$ cat config.mk
export PLATFORM = sky130hd
export DESIGN_NAME = extract_sequencer
export DESIGN_NICKNAME = d
export VERILOG_FILES = /design/src/rtl/extract_sequencer.sv
export SDC_FILE = /design/constraint.sdc
export NUM_CORES = 2
export LEC_CHECK = 0
export ABC_AREA = 1
export CAP_MARGIN = 20
export CORE_AREA = 4 4 425 427
export CTS_CLUSTER_DIAMETER = 60
export CTS_CLUSTER_SIZE = 24
export DETAILED_ROUTE_END_ITERATION = 10
export DIE_AREA = 0 0 429 431
export PLACE_DENSITY = 0.66
export SLEW_MARGIN = 20
export SYNTH_ARGS = -nofsm -noshare
export SYNTH_HDL_FRONTEND = slang
export SYNTH_SLANG_ARGS = --single-unit
$ cat constraint.sdc
create_clock -name i_clk -period 6.7 [get_ports i_clk]
set_input_delay 1.005 -clock i_clk [delete_from_list [all_inputs] [get_ports i_clk]]
set_output_delay 1.005 -clock i_clk [all_outputs]
set_load 0.01 [all_outputs]
$ cat src/rtl/extract_sequencer.sv
// Extract sequencer: copies up to NUM_FIELDS table-selected fields of a PHV into a key, one field per cycle.
// Optional key counter output o_key_cnt when EXTRACT_SEQ_STATS_EN is defined.
module extract_sequencer #(
    parameter int PHV_WIDTH     = 1024,
    parameter int EXTRACT_WIDTH = 8,
    parameter int OFFSET_WIDTH  = $clog2(PHV_WIDTH/EXTRACT_WIDTH),
    parameter int NUM_FIELDS    = 8,
    localparam int KEY_WIDTH    = NUM_FIELDS*EXTRACT_WIDTH,
    localparam int IDX_WIDTH    = $clog2(NUM_FIELDS),
    localparam int LEN_WIDTH    = $clog2(NUM_FIELDS+1)
) (
    input  logic                    i_clk,
    input  logic                    i_rst_n,
    input  logic                    i_phv_valid,
    input  logic [PHV_WIDTH-1:0]    i_phv,
    output logic                    o_phv_ready,
    input  logic                    i_cfg_wren,
    input  logic [IDX_WIDTH-1:0]    i_cfg_addr,
    input  logic [OFFSET_WIDTH-1:0] i_cfg_offset,
    input  logic                    i_cfg_len_wren,
    input  logic [LEN_WIDTH-1:0]    i_cfg_len,
    output logic                    o_cfg_drop,
    output logic                    o_key_valid,
    input  logic                    i_key_ready,
    output logic [KEY_WIDTH-1:0]    o_key
`ifdef EXTRACT_SEQ_STATS_EN
    ,
    output logic [31:0]             o_key_cnt
`endif
);

    localparam int NUM_SLOTS = PHV_WIDTH/EXTRACT_WIDTH;

    typedef enum logic [1:0] {IDLE, EXTRACT, OUTPUT} state_t;

    state_t                   state;
    state_t                   next_state;

    logic [EXTRACT_WIDTH-1:0] phv_fields  [NUM_SLOTS];
    logic [OFFSET_WIDTH-1:0]  offset_tbl  [NUM_FIELDS];
    logic [OFFSET_WIDTH-1:0]  offset_snap [NUM_FIELDS];
    logic [EXTRACT_WIDTH-1:0] key_fields  [NUM_FIELDS];
    logic [LEN_WIDTH-1:0]     len_cfg;
    logic [LEN_WIDTH-1:0]     len_snap;
    logic [IDX_WIDTH-1:0]     idx;

    logic accept;
    logic handshake;
    logic last_field;
    logic cfg_req;

    assign accept     = i_phv_valid && o_phv_ready;
    assign handshake  = o_key_valid && i_key_ready;
    assign cfg_req    = i_cfg_wren || i_cfg_len_wren;
    assign last_field = (LEN_WIDTH'(idx) == (len_snap - LEN_WIDTH'(1)));

    always_ff @(posedge i_clk or negedge i_rst_n) begin
        if (!i_rst_n) begin
            state <= IDLE;
        end else begin
            state <= next_state;
        end
    end

    always_comb begin
        next_state = state;
        case (state)
            IDLE: begin
                if (accept) begin
                    next_state = (len_cfg == '0) ? OUTPUT : EXTRACT;
                end
            end
            EXTRACT: begin
                if (last_field) begin
                    next_state = OUTPUT;
                end
            end
            OUTPUT: begin
                if (handshake) begin
                    next_state = IDLE;
                end
            end
            default: next_state = IDLE;
        endcase
    end

    always_comb begin
        o_phv_ready = 1'b0;
        o_key_valid = 1'b0;
        o_cfg_drop  = 1'b0;
        o_phv_ready = i_rst_n && (state == IDLE);
        o_key_valid = (state == OUTPUT);
        o_cfg_drop  = (state != IDLE) && cfg_req;
    end

    // The table and length are snapshotted at accept so a same-cycle config write only affects later packets.
    always_ff @(posedge i_clk or negedge i_rst_n) begin
        if (!i_rst_n) begin
            for (int i = 0; i < NUM_SLOTS; i++) begin
                phv_fields[i] <= '0;
            end
            for (int n = 0; n < NUM_FIELDS; n++) begin
                offset_tbl[n]  <= '0;
                offset_snap[n] <= '0;
                key_fields[n]  <= '0;
            end
            len_cfg  <= '0;
            len_snap <= '0;
            idx      <= '0;
        end else if (state == IDLE) begin
            if (accept) begin
                for (int i = 0; i < NUM_SLOTS; i++) begin
                    phv_fields[i] <= i_phv[i*EXTRACT_WIDTH +: EXTRACT_WIDTH];
                end
                for (int n = 0; n < NUM_FIELDS; n++) begin
                    key_fields[n]  <= '0;
                    offset_snap[n] <= offset_tbl[n];
                end
                len_snap <= len_cfg;
                idx      <= '0;
            end
            if (i_cfg_wren) begin
                offset_tbl[i_cfg_addr] <= i_cfg_offset;
            end
            if (i_cfg_len_wren) begin
                len_cfg <= (i_cfg_len > LEN_WIDTH'(NUM_FIELDS)) ? LEN_WIDTH'(NUM_FIELDS) : i_cfg_len;
            end
        end else if (state == EXTRACT) begin
            key_fields[idx] <= phv_fields[offset_snap[idx]];
            idx             <= idx + IDX_WIDTH'(1);
        end
    end

    for (genvar n = 0; n < NUM_FIELDS; n++) begin : g_key
        assign o_key[n*EXTRACT_WIDTH +: EXTRACT_WIDTH] = key_fields[n];
    end

`ifdef EXTRACT_SEQ_STATS_EN
    always_ff @(posedge i_clk or negedge i_rst_n) begin
        if (!i_rst_n) begin
            o_key_cnt <= '0;
        end else if (handshake) begin
            o_key_cnt <= o_key_cnt + 32'd1;
        end
    end
`endif

endmodule

==> summary.txt <==
run results: # DRC=0, Area Overhead vs Synth=30.3%, Worst Setup SP=idx[0], cells on worst reg2reg path=15, Worst setup EP type=flop, fraction of cell area in non-clock buffers=16.5%, YS warnings=0, aoi share=11.0%, Non-Filler Instances=10600, Clk pwr share=16.6%, final number of setup-violating endpoints=0, syn_area_per_cell=7.76 sq um, ys flops=1213, sequential power=12200 uW, Hold Buf Count CTS=0, main logic family after synthesis=simple AND/OR/NAND/NOR gates, Floorplan Nets=8361, ys flop type=dfrtp_1, CP most frequent cell=nand3_1, worst-margin pin slew=1240 ps, minimum clock period=4840 ps, met2 usage=41.4%, FMAX=207 MHz, met2 wire length=118000 microns, Worst slew margin=17.4%, full die area=185000 sq um, Sw Pwr=21000 uW, R2R Path End=o_key[43], Critical Path Slowest Stage Cell=dfrtp_1, Top cells by area=dfrtp_1 53%, nand2_1 17%, o21ai_0 8.4%, nand3_1 7.8%, inv_1 6.1%, Power Clock=6910 uW, initial antenna violation count=58, Crit path max-delay family=buffers and inverters, crit-path max FO=41, logic area=20900 sq um, final slew viol count=0, Clk pin slew, worst setup/hold paths=70 ps, final hold vios=0, Post-CTS Setup Inserts=0, max-cap violations=0, Tap Count=2340, area leader, netlist=dfrtp_1, most flop-heavy register=phv_fields, Comb power frac=54.2%, sw frac=50.3%, yosys stat chip area=56800 sq um, CP endpoint=o_key[43], placed insts=10400, root buf cell=clkbuf_16, top-area cell type share of the netlist area=53.5%, fill count=17600, CP Class=flop to flop, floorplan core density=32.2%, DRT iter0 DRCs=6593, layer with the highest usage=met2, DRT antenna net count=0, tool warnings=66, diode count=51, critical path depth in cells=15, crit share post-route=72.3%, run status=completed, number of vias per cell=5.07, clkbuf count=119, Synth top cell by count=nand2_1, GRT Residual Overflow=0, mapped cell area=56800 sq um, Worst path max stage delay=860 ps, met3 WL=21300 microns, maximum clock path buffer count=3, Non-clock inverters=932, CP arrival=5470 ps, internal cell power=20700 uW, dominant logic cell type in the layout=nand2_1, dominant class by area=registers, final design utilization=42.0%, # IOs=1111, P_comb=22600 uW, met1 usage=34.4%, Top pwr grp=combinational logic, CTS tree=yes, Syn Inst Count=7315, Comb/total area=28.3%, clk ins delay skew pair=750 ps, Buf/Inv on CP=5, seq_cells=1213, Worst R2R Setup Slack=1860 ps, H-tree depth=3, Post-synth EDFFs=0, Multiplexer share=0%, first-pass GRT wire length=364000 microns, Cell Type Count=33, XOR Share, Synth=0.0617%, pre-CTS WS=1770 ps, CP required=7330 ps, ys cells=7315, Largest register FFs=1024, reg2reg start=idx[0], HPWL after DPL=187000 microns, worst hold slack=150 ps, pwr dens=564 nW/um^2, Worst Hold Class=input port to async pin, Final GP Congestion=0.942, num rows=154, CTS Buf Count=106
Figure 1. Met4 routing.
Cells faint in the background.
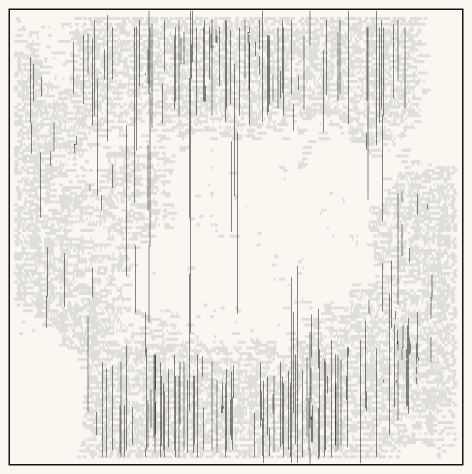
main direction = vertical
share of all routed wire = 5.4%
nets with wire on the layer = 186
vias: 53900
routed wire length: 254000 microns

Figure 2. Supply network.
Scale bar: 100 microns. Pins as bars on the die edge. Tap cells in gray.
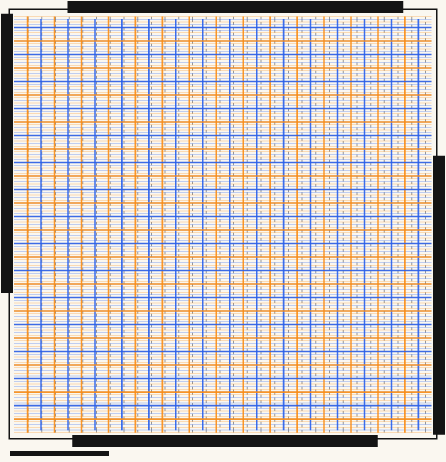
VDD -> blue
VSS -> orange
met1 rails = 155
rows = 154
Max IR drop VDD: 0.714 mV
Die X-Extent: 429 microns
die height: 431 microns

Figure 3. Signal wires by layer.
Two of the layers only.
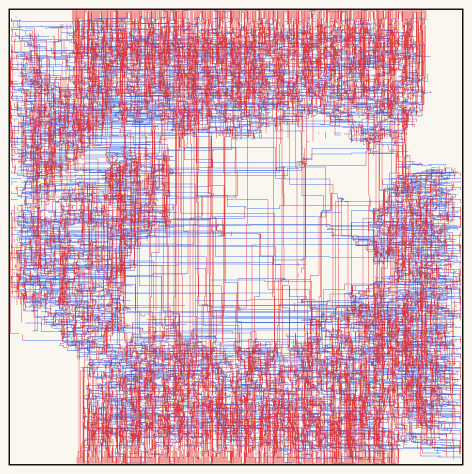
met2 -> red  # wire length 118 mm
met1 -> blue  # wire length 101 mm
DR WL/cell: 23.9 microns
Global Route Usage Sum: 26.5%

Power is estimated from default activity; no workload was simulated.
